Figure 1. M1 wires (run 1).
Scale bar: 20 um.
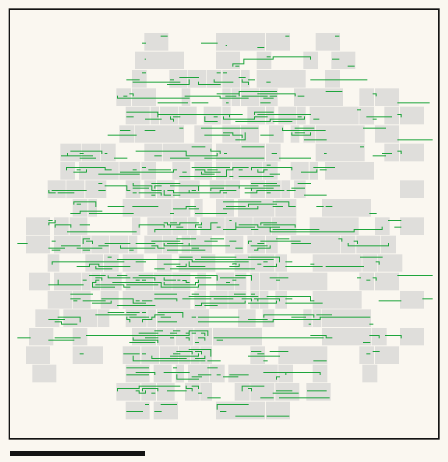
Figure 2. Signal wires on met2 (run 1).
Scale bar: 20 um.
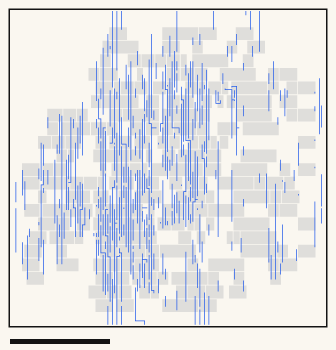
Figure 3. Signal wires on met3 (run 1).
Scale bar: 20 um.
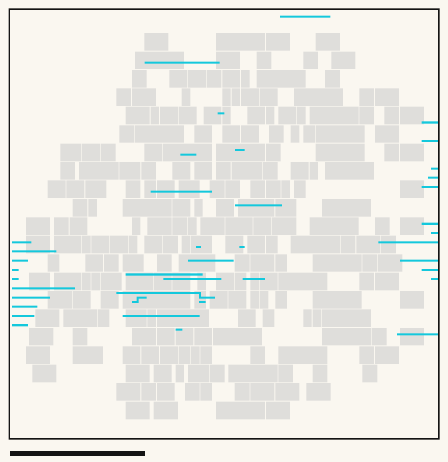
Figure 4. Track usage over the die (run 1).
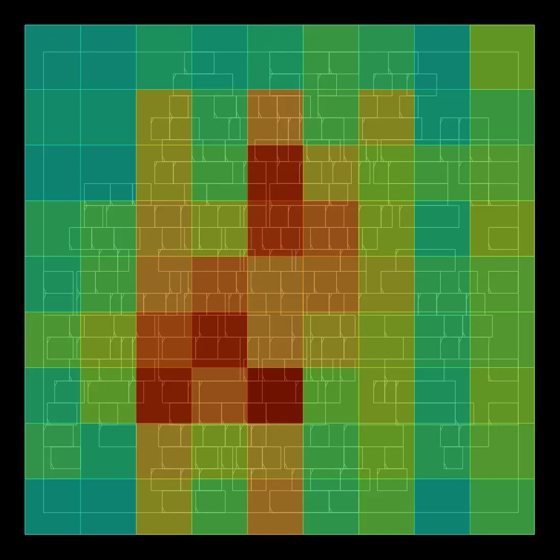
==> config.mk <==
export PLATFORM = sky130hd
export DESIGN_NAME = multicycle_control
export DESIGN_NICKNAME = d
export VERILOG_FILES = /design/src/rtl/multicycle_control.sv
export SDC_FILE = /design/constraint.sdc
export NUM_CORES = 1
export LEC_CHECK = 0
export CAP_MARGIN = 20
export CORE_MARGIN = 2
export CORE_UTILIZATION = 37
export DETAILED_ROUTE_END_ITERATION = 8
export PLACE_DENSITY_LB_ADDON = 0.25
export SLEW_MARGIN = 20
export SYNTH_ARGS = -nofsm -noshare
export SYNTH_HDL_FRONTEND = slang
export SYNTH_SLANG_ARGS = --single-unit
export TNS_END_PERCENT = 30
==> constraint.sdc <==
create_clock -name clk -period 2.4 [get_ports clk]
set_input_delay 0.36 -clock clk [delete_from_list [all_inputs] [get_ports clk]]
set_output_delay 0.36 -clock clk [all_outputs]
set_load 0.01 [all_outputs]
==> src/rtl/multicycle_control.sv <==
// Main control unit for the multicycle MIPS core: a Moore FSM that sequences
// fetch, decode and execute, drives every datapath control line, decodes the
// ALU operation, and flags illegal instructions and overflow traps.
module multicycle_control #(
    parameter bit OVF_TRAP = 1'b1
) (
    input  logic        clk,
    input  logic        rst,
    input  logic [31:0] instruction,
    input  logic        overflow,
    output logic [1:0]  PCSource,
    output logic [1:0]  ALUSrcB,
    output logic        ALUSrcA,
    output logic        RegWrite,
    output logic        RegDst,
    output logic        PCWriteCond,
    output logic        PCWrite,
    output logic        IorD,
    output logic        MemRead,
    output logic        MemWrite,
    output logic        MemToReg,
    output logic        IRWrite,
    output logic [3:0]  ALUControl,
    output logic [3:0]  state,
    output logic        illegal,
    output logic        trap
);

    typedef enum logic [3:0] {
        S_FETCH    = 4'd0,
        S_DECODE   = 4'd1,
        S_MEMADR   = 4'd2,
        S_MEMREAD  = 4'd3,
        S_MEMWB    = 4'd4,
        S_MEMWRITE = 4'd5,
        S_EXECUTE  = 4'd6,
        S_ALUWB    = 4'd7,
        S_BRANCH   = 4'd8,
        S_ADDIEX   = 4'd9,
        S_ADDIWB   = 4'd10,
        S_JUMP     = 4'd11
    } state_t;

    typedef struct packed {
        logic [1:0] pc_source;
        logic [1:0] alu_src_b;
        logic       alu_src_a;
        logic       reg_write;
        logic       reg_dst;
        logic       pc_write_cond;
        logic       pc_write;
        logic       iord;
        logic       mem_read;
        logic       mem_write;
        logic       mem_to_reg;
        logic       ir_write;
        logic [3:0] alu_control;
        logic       trap;
    } ctrl_t;

    localparam logic [5:0] OP_RTYPE = 6'h00;
    localparam logic [5:0] OP_LW    = 6'h23;
    localparam logic [5:0] OP_SW    = 6'h2B;
    localparam logic [5:0] OP_BEQ   = 6'h04;
    localparam logic [5:0] OP_ADDI  = 6'h08;
    localparam logic [5:0] OP_ADDIU = 6'h09;
    localparam logic [5:0] OP_J     = 6'h02;

    localparam logic [5:0] FN_ADD  = 6'h20;
    localparam logic [5:0] FN_ADDU = 6'h21;
    localparam logic [5:0] FN_SUB  = 6'h22;
    localparam logic [5:0] FN_SUBU = 6'h23;
    localparam logic [5:0] FN_AND  = 6'h24;
    localparam logic [5:0] FN_OR   = 6'h25;
    localparam logic [5:0] FN_NOR  = 6'h27;
    localparam logic [5:0] FN_SLT  = 6'h2A;

    localparam logic [3:0] ALU_AND = 4'b0000;
    localparam logic [3:0] ALU_OR  = 4'b0001;
    localparam logic [3:0] ALU_ADD = 4'b0010;
    localparam logic [3:0] ALU_SUB = 4'b0110;
    localparam logic [3:0] ALU_SLT = 4'b0111;
    localparam logic [3:0] ALU_NOR = 4'b1100;

    state_t      state_q;
    state_t      state_n;
    logic        ovf_q;
    logic        ovf_n;
    ctrl_t       ctrl_q;
    ctrl_t       ctrl_out;
    logic [5:0]  opcode;
    logic [5:0]  funct;
    logic        funct_legal;
    logic        opcode_legal;
    logic        unused_bits;

    assign opcode      = instruction[31:26];
    assign funct       = instruction[5:0];
    assign unused_bits = ^instruction[25:6];

    // ALU decoder: funct field to 4-bit ALU operation (ADD for anything unknown).
    function automatic logic [3:0] alu_from_funct(input logic [5:0] fn);
        case (fn)
            FN_ADD, FN_ADDU: alu_from_funct = ALU_ADD;
            FN_SUB, FN_SUBU: alu_from_funct = ALU_SUB;
            FN_AND:          alu_from_funct = ALU_AND;
            FN_OR:           alu_from_funct = ALU_OR;
            FN_NOR:          alu_from_funct = ALU_NOR;
            FN_SLT:          alu_from_funct = ALU_SLT;
            default:         alu_from_funct = ALU_ADD;
        endcase
    endfunction

    // Control word for a given state; only the write-back states look at the
    // overflow flag, and only EXECUTE looks at funct.
    function automatic ctrl_t decode_state(input state_t s, input logic ovf, input logic [5:0] fn);
        ctrl_t c;
        logic  suppress;
        c = '0;
        c.alu_control = ALU_ADD;
        suppress = ovf & OVF_TRAP;
        case (s)
            S_FETCH: begin
                c.mem_read  = 1'b1;
                c.ir_write  = 1'b1;
                c.alu_src_b = 2'b01;
                c.pc_write  = 1'b1;
            end
            S_DECODE: begin
                c.alu_src_b = 2'b11;
            end
            S_MEMADR: begin
                c.alu_src_a = 1'b1;
                c.alu_src_b = 2'b10;
            end
            S_MEMREAD: begin
                c.iord      = 1'b1;
                c.mem_read  = 1'b1;
                c.alu_src_a = 1'b1;
                c.alu_src_b = 2'b10;
            end
            S_MEMWB: begin
                c.mem_to_reg = 1'b1;
                c.reg_write  = 1'b1;
            end
            S_MEMWRITE: begin
                c.iord      = 1'b1;
                c.mem_write = 1'b1;
                c.alu_src_a = 1'b1;
                c.alu_src_b = 2'b10;
            end
            S_EXECUTE: begin
                c.alu_src_a   = 1'b1;
                c.alu_control = alu_from_funct(fn);
            end
            S_ALUWB: begin
                c.reg_dst   = 1'b1;
                c.reg_write = ~suppress;
                c.trap      = suppress;
            end
            S_BRANCH: begin
                c.alu_src_a     = 1'b1;
                c.alu_control   = ALU_SUB;
                c.pc_write_cond = 1'b1;
                c.pc_source     = 2'b01;
            end
            S_ADDIEX: begin
                c.alu_src_a = 1'b1;
                c.alu_src_b = 2'b10;
            end
            S_ADDIWB: begin
                c.reg_write = ~suppress;
                c.trap      = suppress;
            end
            S_JUMP: begin
                c.pc_write  = 1'b1;
                c.pc_source = 2'b11;
            end
            default: begin
                c = '0;
            end
        endcase
        return c;
    endfunction

    // Legality of the current instruction, used for DECODE dispatch and the illegal pulse.
    always_comb begin
        funct_legal = 1'b0;
        case (funct)
            FN_ADD, FN_ADDU, FN_SUB, FN_SUBU,
            FN_AND, FN_OR, FN_NOR, FN_SLT: funct_legal = 1'b1;
            default:                       funct_legal = 1'b0;
        endcase
        opcode_legal = 1'b0;
        case (opcode)
            OP_RTYPE:                          opcode_legal = funct_legal;
            OP_LW, OP_SW, OP_BEQ,
            OP_ADDI, OP_ADDIU, OP_J:           opcode_legal = 1'b1;
            default:                           opcode_legal = 1'b0;
        endcase
    end

    // Next state and next overflow flag; overflow only matters for trapping ops.
    always_comb begin
        state_n = S_FETCH;
        ovf_n   = 1'b0;
        case (state_q)
            S_FETCH:    state_n = S_DECODE;
            S_DECODE: begin
                case (opcode)
                    OP_LW, OP_SW:      state_n = S_MEMADR;
                    OP_RTYPE:          state_n = funct_legal ? S_EXECUTE : S_FETCH;
                    OP_BEQ:            state_n = S_BRANCH;
                    OP_ADDI, OP_ADDIU: state_n = S_ADDIEX;
                    OP_J:              state_n = S_JUMP;
                    default:           state_n = S_FETCH;
                endcase
            end
            S_MEMADR:   state_n = (opcode == OP_SW) ? S_MEMWRITE : S_MEMREAD;
            S_MEMREAD:  state_n = S_MEMWB;
            S_EXECUTE: begin
                state_n = S_ALUWB;
                ovf_n   = overflow & ((funct == FN_ADD) | (funct == FN_SUB));
            end
            S_ADDIEX: begin
                state_n = S_ADDIWB;
                ovf_n   = overflow & (opcode == OP_ADDI);
            end
            default:    state_n = S_FETCH;
        endcase
    end

    // State, overflow flag and registered control word for the state being entered.
    always_ff @(posedge clk) begin
        if (rst) begin
            state_q <= S_FETCH;
            ovf_q   <= 1'b0;
            ctrl_q  <= decode_state(S_FETCH, 1'b0, funct);
        end else begin
            state_q <= state_n;
            ovf_q   <= ovf_n;
            ctrl_q  <= decode_state(state_n, ovf_n, funct);
        end
    end

    assign ctrl_out    = rst ? '0 : ctrl_q;
    assign PCSource    = ctrl_out.pc_source;
    assign ALUSrcB     = ctrl_out.alu_src_b;
    assign ALUSrcA     = ctrl_out.alu_src_a;
    assign RegWrite    = ctrl_out.reg_write;
    assign RegDst      = ctrl_out.reg_dst;
    assign PCWriteCond = ctrl_out.pc_write_cond;
    assign PCWrite     = ctrl_out.pc_write;
    assign IorD        = ctrl_out.iord;
    assign MemRead     = ctrl_out.mem_read;
    assign MemWrite    = ctrl_out.mem_write;
    assign MemToReg    = ctrl_out.mem_to_reg;
    assign IRWrite     = ctrl_out.ir_write;
    assign ALUControl  = ctrl_out.alu_control;
    assign trap        = ctrl_out.trap;
    assign state       = rst ? 4'd0 : state_q;
    assign illegal     = ~rst & (state_q == S_DECODE) & ~opcode_legal;

endmodule

==> qor.yml, run 1 <==
final_layout:
  synthToLayoutAreaGrowth_pct: 56.66
  seq_share_pct: 22.67
  buffers_excl_clock: 71
  drive_gt1_share_pct: 23.77
  regArea_um2: 460.4
synth:
  topCellsByArea: "dfxtp_1 36%, nor2b_1 14%, nor2_1 3.8%"
  common_cells: "28 x nor2b_1, 23 x dfxtp_1, 13 x nor2_1, 11 x nand2_1, 7 x o21ai_0"
  synth_area_um2: 1296
  avgSynthCellArea_um2: 8.309
  synth-adder-area-share_pct: 0
  aoi_share_pct: 16.31
  mux_area_share_pct: 0
final_timing:
  layout_setup_ws_ps: 40.36
  finalHoldViolCount: 0
  finalMaxSlewViolations: 0
  worst_pin_slew_ps: 532.6
  setup_tns_ps: 0
clock_tree:
  cts_buffer_depth: 2
  post_cts_resize_count: 8
  cts_htree_levels: 1
power:
  vdd_drop_max_uv: 174.6
  leakagePower_nw: 0.7865
critical_path:
  crit_buf_inv: 1
  rrSetupSlack_ps: 470
  reg2regPathDepth: 6
  rr_startpoint: "state_q[3]"
  slowest_stage: "or4b_4"
global_route:
  grt_pass1_wl_um: 5609
  gr-total-overflow: 0
  grt_pass1_vias: 1328
outcome:
  status: "completed"
route:
  wl_met2_um: 1644
  wl_met1_um: 1302
  first_iter_violations: 49
job:
  log.warning_count: 46
  maxCapViolCount: 0
min_path:
  min_to: "ctrl_q[15]"
  hold_depth: 2
  hold_class: "flop to flop"
floorplan:
  nWellTaps: 46
  chipWidth_um: 63.19
Notes on Figure 1 above:
main direction = horizontal
nets with wire on the layer = 214
share of all routed wire = 41%
longest straight run = 16.1 um
WL final: 3200 um
routed vias: 1378

Notes on Figure 2 above:
wire length on this layer = 1640 um
longest straight run = 29.6 um
share of all routed wire = 51%
nets with wire on the layer = 205
met2 Usage GRT: 31.91%

Notes on Figure 3 above:
share of all routed wire = 5.1%
wire length on this layer = 164 um
main direction = horizontal
longest straight run = 12.2 um
met3 Usage GRT: 2.857%

Notes on Figure 4 above:
Routed wire per std cell: 11.90 um
GRT busiest layer: met2
met1 Use GR: 18.69%
Core Util, Final: 60.38%

[run 1: cell families (layout without fill, tap and decap cells)]
kind of cell | after synthesis | count (layout)
flip-flops | 23 | 23
AND/OR/NAND/NOR | 93 | 93
AND-OR/OR-AND | 27 | 27
XOR/XNOR | 1 | 1
buffers and inverters | 12 | 79
[run 1: registers in the layout (all words and copies together) (netlist names)]
signal / cells
ctrl_q: 19
state_q: 4
[run 1: worst min-delay path: cells and delay by family, from the launching register on]
kind	cells	cell delay [ps]
compound gates	1	90
flops	1	360
buf+inv	1	160
[run 1: report_power, final]
group | total [mW] | switching (mW) | internal [mW] | leakage [nW]
sequential | 0.396 | 0.00300 | 0.393 | 0.187
combinational | 0.188 | 0.0842 | 0.103 | 0.584
clock | 0.172 | 0.107 | 0.0649 | 0.0150
==> inputs of run 2 (changes only) <==
--- a/config.mk
+++ b/config.mk
@@ -5,7 +5,6 @@
 export SDC_FILE = /design/constraint.sdc
 export NUM_CORES = 1
 export LEC_CHECK = 0
-export CAP_MARGIN = 20
 export CORE_MARGIN = 2
 export CORE_UTILIZATION = 37
 export DETAILED_ROUTE_END_ITERATION = 8
Figure 5. Signal wires on met2 (run 2).
Scale bar: 20 um.
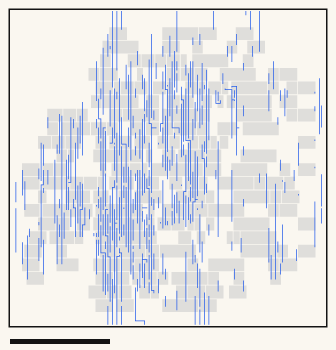
share of all routed wire = 51%
wire length on this layer = 1640 um
nets with wire on the layer = 205

Figure 6. Pin map (run 2).
Scale bar: 20 um. Pins as bars across the die edge, other pins in grey.
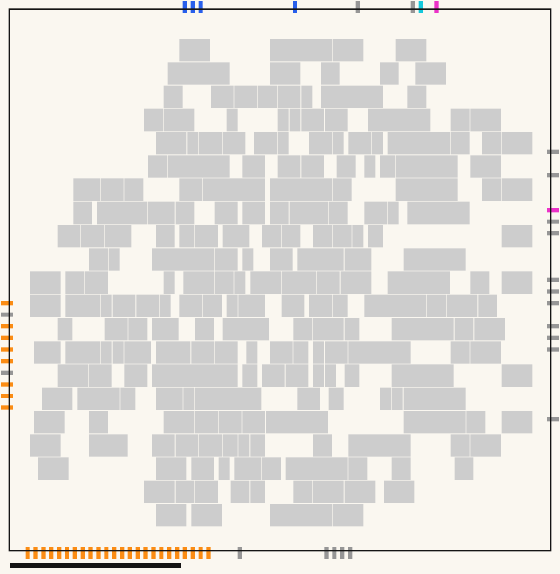
cyan -> MemToReg  # pins 1, direction output, edge north
magenta -> PCSource  # pins 2, direction output, edge 1 east, 1 north
blue -> state  # pins 4, direction output, edge north
orange -> instruction  # pins 32, direction input, edge 24 south, 8 west
all pins by edge = 29 south, 12 east, 10 west, 8 north

Figure 7. M1 wires (run 2).
Scale bar: 20 um.
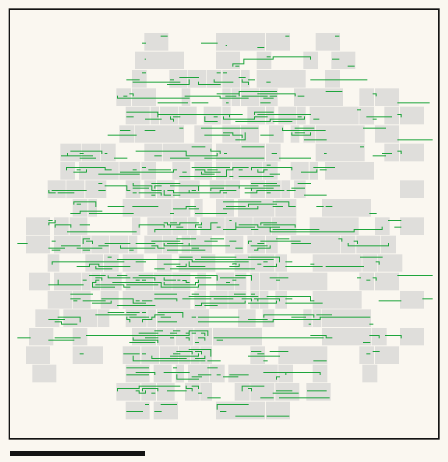
nets with wire on the layer = 214
longest straight run = 16.1 um
wire length on this layer = 1300 um
main direction = horizontal

==> run 2 against run 1 <==
Net effect:
- global-route usage is the same
- largest cell class unchanged
- die area did not move
- sequential share of layout area unchanged
- fmax unchanged
- clock-buffer cell count unchanged
- final cell count unchanged
==> qor.yml, run 2 <==
route:
  routedWlPerCell_um: 11.90
  wl_met1_um: 1302
  vias: 1378
  ant_nets: 0
  first_iter_violations: 49
  drt-total-wl_um: 3200
final_timing:
  worst_pin_slew_ps: 532.6
  finalHoldViolCount: 0
  finalMaxSlewViolations: 0
  setup_tns_ps: 0
  layout_setup_ws_ps: 40.36
synth:
  synth_area_um2: 1296
  synth-adder-area-share_pct: 0
  synth-simple-area-share_pct: 43.44
  topCellsByArea: "dfxtp_1 36%, nor2b_1 14%, nor2_1 3.8%"
  aoi_share_pct: 16.31
  mux_area_share_pct: 0
  avgSynthCellArea_um2: 8.309
  common_cells: "28 x nor2b_1, 23 x dfxtp_1, 13 x nor2_1, 11 x nand2_1, 7 x o21ai_0"
clock_tree:
  post_cts_resize_count: 8
  cts_htree_levels: 1
power:
  leakagePower_nw: 0.7865
  vdd_drop_max_uv: 174.6
final_layout:
  fin_util_pct: 60.38
  regMostFlops: "ctrl_q"
  largest_register_ffs: 19
  synthToLayoutAreaGrowth_pct: 56.66
  drive_gt1_share_pct: 23.77
  regArea_um2: 460.4
global_route:
  grtUsageMet3_pct: 2.857
  grt_util_met1_pct: 18.69
  grt_pass1_vias: 1328
  grt_pass1_wl_um: 5609
  met2_usage_pct: 31.91
critical_path:
  rr_startpoint: "state_q[3]"
floorplan:
  chipWidth_um: 63.19
min_path:
  min_to: "ctrl_q[15]"
  hold_depth: 2
job:
  log.warning_count: 46
  maxCapViolCount: 0
outcome:
  status: "completed"
==> run 2: cell counts in the layout (fill, tap and decap cells not counted) <==
No cell type changed its count.
==> run 2: power by group <==
part | total [mW] | internal [mW] | switching (mW)
combinational | 0.188 | 0.103 | 0.0842
sequential | 0.396 | 0.393 | 0.00300
clock | 0.172 | 0.0649 | 0.107
total | 0.756 | 0.561 | 0.194
==> run 2: critical path, cell delays in order <==
cell and delay, ps:
clkdlybuf4s50_1 420, or4b_4 540, a2111o_1 360, a31oi_4 170, nor3_2 70, or4_4 520
nor3_2 150
==> run 2: final cells by class <==
cell class,instances,share of cell area [%]
inverter,4,0.7394
multi-input combinational,121,41.53
tap,46,2.834
timing repair buffer,71,30.93
sequential,23,22.67
clock buffer,4,1.294
==> inputs of run 3 (changes only) <==
--- a/config.mk
+++ b/config.mk
@@ -6,8 +6,9 @@
 export NUM_CORES = 1
 export LEC_CHECK = 0
 export CORE_MARGIN = 2
-export CORE_UTILIZATION = 37
+export CORE_UTILIZATION = 55
 export DETAILED_ROUTE_END_ITERATION = 8
+export DONT_BUFFER_PORTS = 1
 export PLACE_DENSITY_LB_ADDON = 0.25
 export SLEW_MARGIN = 20
 export SYNTH_ARGS = -nofsm -noshare
Figure 8. Track usage over the die (run 3).
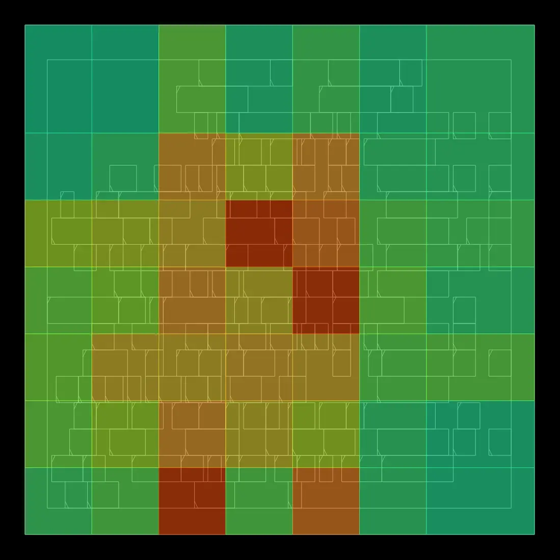
Core Util, Final: 61.99%
met3 Usage GRT: 3.429%
Routed wire per std cell: 13.61 um
met1 Use GR: 27.01%
met2 Usage GRT: 31.87%

Figure 9. Pin map (run 3).
Scale bar: 20 um. Pins as bars across the die edge, other pins in grey.
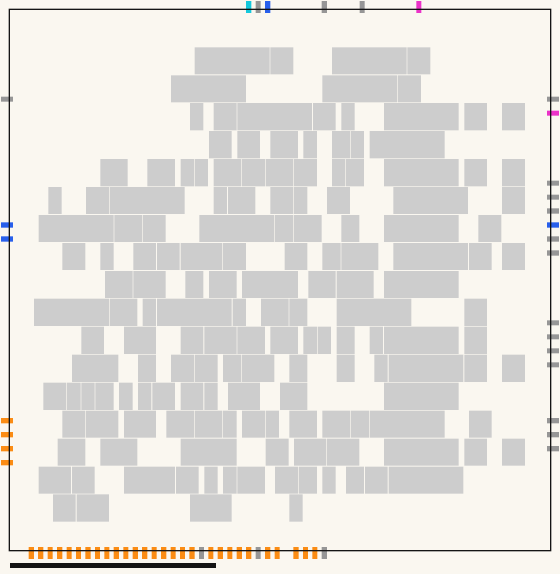
blue -> state  # pins 4, direction output, edge 2 west, 1 east, 1 north
magenta -> PCSource  # pins 2, direction output, edge 1 north, 1 east
orange -> instruction  # pins 32, direction input, edge 28 south, 4 west
cyan -> MemToReg  # pins 1, direction output, edge north
all pins by edge = 31 south, 15 east, 7 west, 6 north

Figure 10. Signal wires on met2 (run 3).
Scale bar: 20 um.
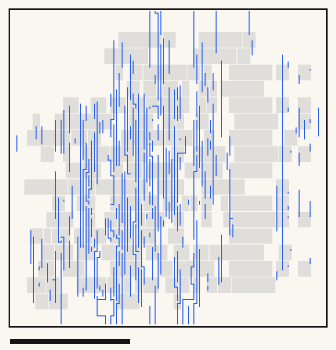
wire length on this layer = 1160 um
share of all routed wire = 46%
main direction = vertical
routed vias: 1056
WL final: 2532 um

==> run 3 against run 2 <==
Net effect:
- via count down 23%
- critical path depth down 2
- sequential power barely moved
- core utilization rose by 1.6 points
- cell area down 32%
- wire length fell by 21%
- final cell count fell by 31%
- setup slack gained 190 ps
- first-iteration DRC count shrank 49%
- clock-buffer cell count fell by 1
- clock skew is 5.7 ps lower
- hold slack worse by 540 ps
- critical path type is now flop to primary output
- largest cell class unchanged
- highest routed layer unchanged
==> qor.yml, run 3 <==
outcome:
  status: "completed"
clock_tree:
  cts_buffer_depth: 2
  cts_htree_levels: 1
  post_cts_resize_count: 0
synth:
  common_cells: "28 x nor2b_1, 23 x dfxtp_1, 13 x nor2_1, 11 x nand2_1, 7 x o21ai_0"
  avgSynthCellArea_um2: 8.309
  synth_area_um2: 1296
job:
  maxCapViolCount: 0
  log.warning_count: 46
final_layout:
  drive_gt1_share_pct: 12.66
  regMostFlops: "ctrl_q"
  top_regs: "ctrl_q (19), state_q (4)"
  regArea_um2: 460.4
critical_path:
  crit_buf_inv: 1
  reg2regPathDepth: 5
  rrSetupSlack_ps: 380
  rr_startpoint: "state_q[3]"
global_route:
  busiest_layer: "met2"
  grt_pass1_vias: 944
  gr-total-overflow: 0
  grt_pass1_wl_um: 4071
route:
  wl_met1_um: 1193
  wl_met2_um: 1164
  first_iter_violations: 25
power:
  p_clk_uw: 168
  pwr-share-clk_pct: 25.7
  seq_power_share_pct: 60.5
  vdd_drop_max_uv: 318.6
  power-top-group: "sequential cells"
  seq_power_uw: 397
  powerComb_uw: 90.4
  combPwrFrac_pct: 13.8
floorplan:
  chipWidth_um: 52.55
final_timing:
  finalMaxSlewViolations: 0
  worst_pin_slew_ps: 545.9
  finalHoldViolCount: 0
  layout_setup_ws_ps: 229.8
min_path:
  min_to: "state_q[1]"
## run 3: cell counts after synthesis
No cell type changed its count.
## run 3: cell families after synthesis
| family | count (synthesis) | share of synthesized area, % |
|---|---|---|
| AND-OR/OR-AND | 27 | 16.31 |
| XOR/XNOR | 1 | 0.6758 |
| buffers and inverters | 12 | 4.053 |
| AND/OR/NAND/NOR | 93 | 43.44 |
| flip-flops | 23 | 35.52 |
## run 3: cell type report
type | instances | share of cell area [%]
repair buffers | 6 | 3.285
multi-input cells | 121 | 57.48
well taps | 28 | 2.555
flip-flops and latches | 23 | 33.58
clock inverters | 1 | 0.3650
clock buffers | 3 | 1.642
inverters | 4 | 1.095
## run 3: worst reg2reg max path, cell delays in order (launching register included)
cell	delay, ps
dfxtp_1	690
o21ai_0	160
o21ba_2	320
nor3_1	90
or4_4	530
nor3_2	180
Power and IR drop assume default switching activity.
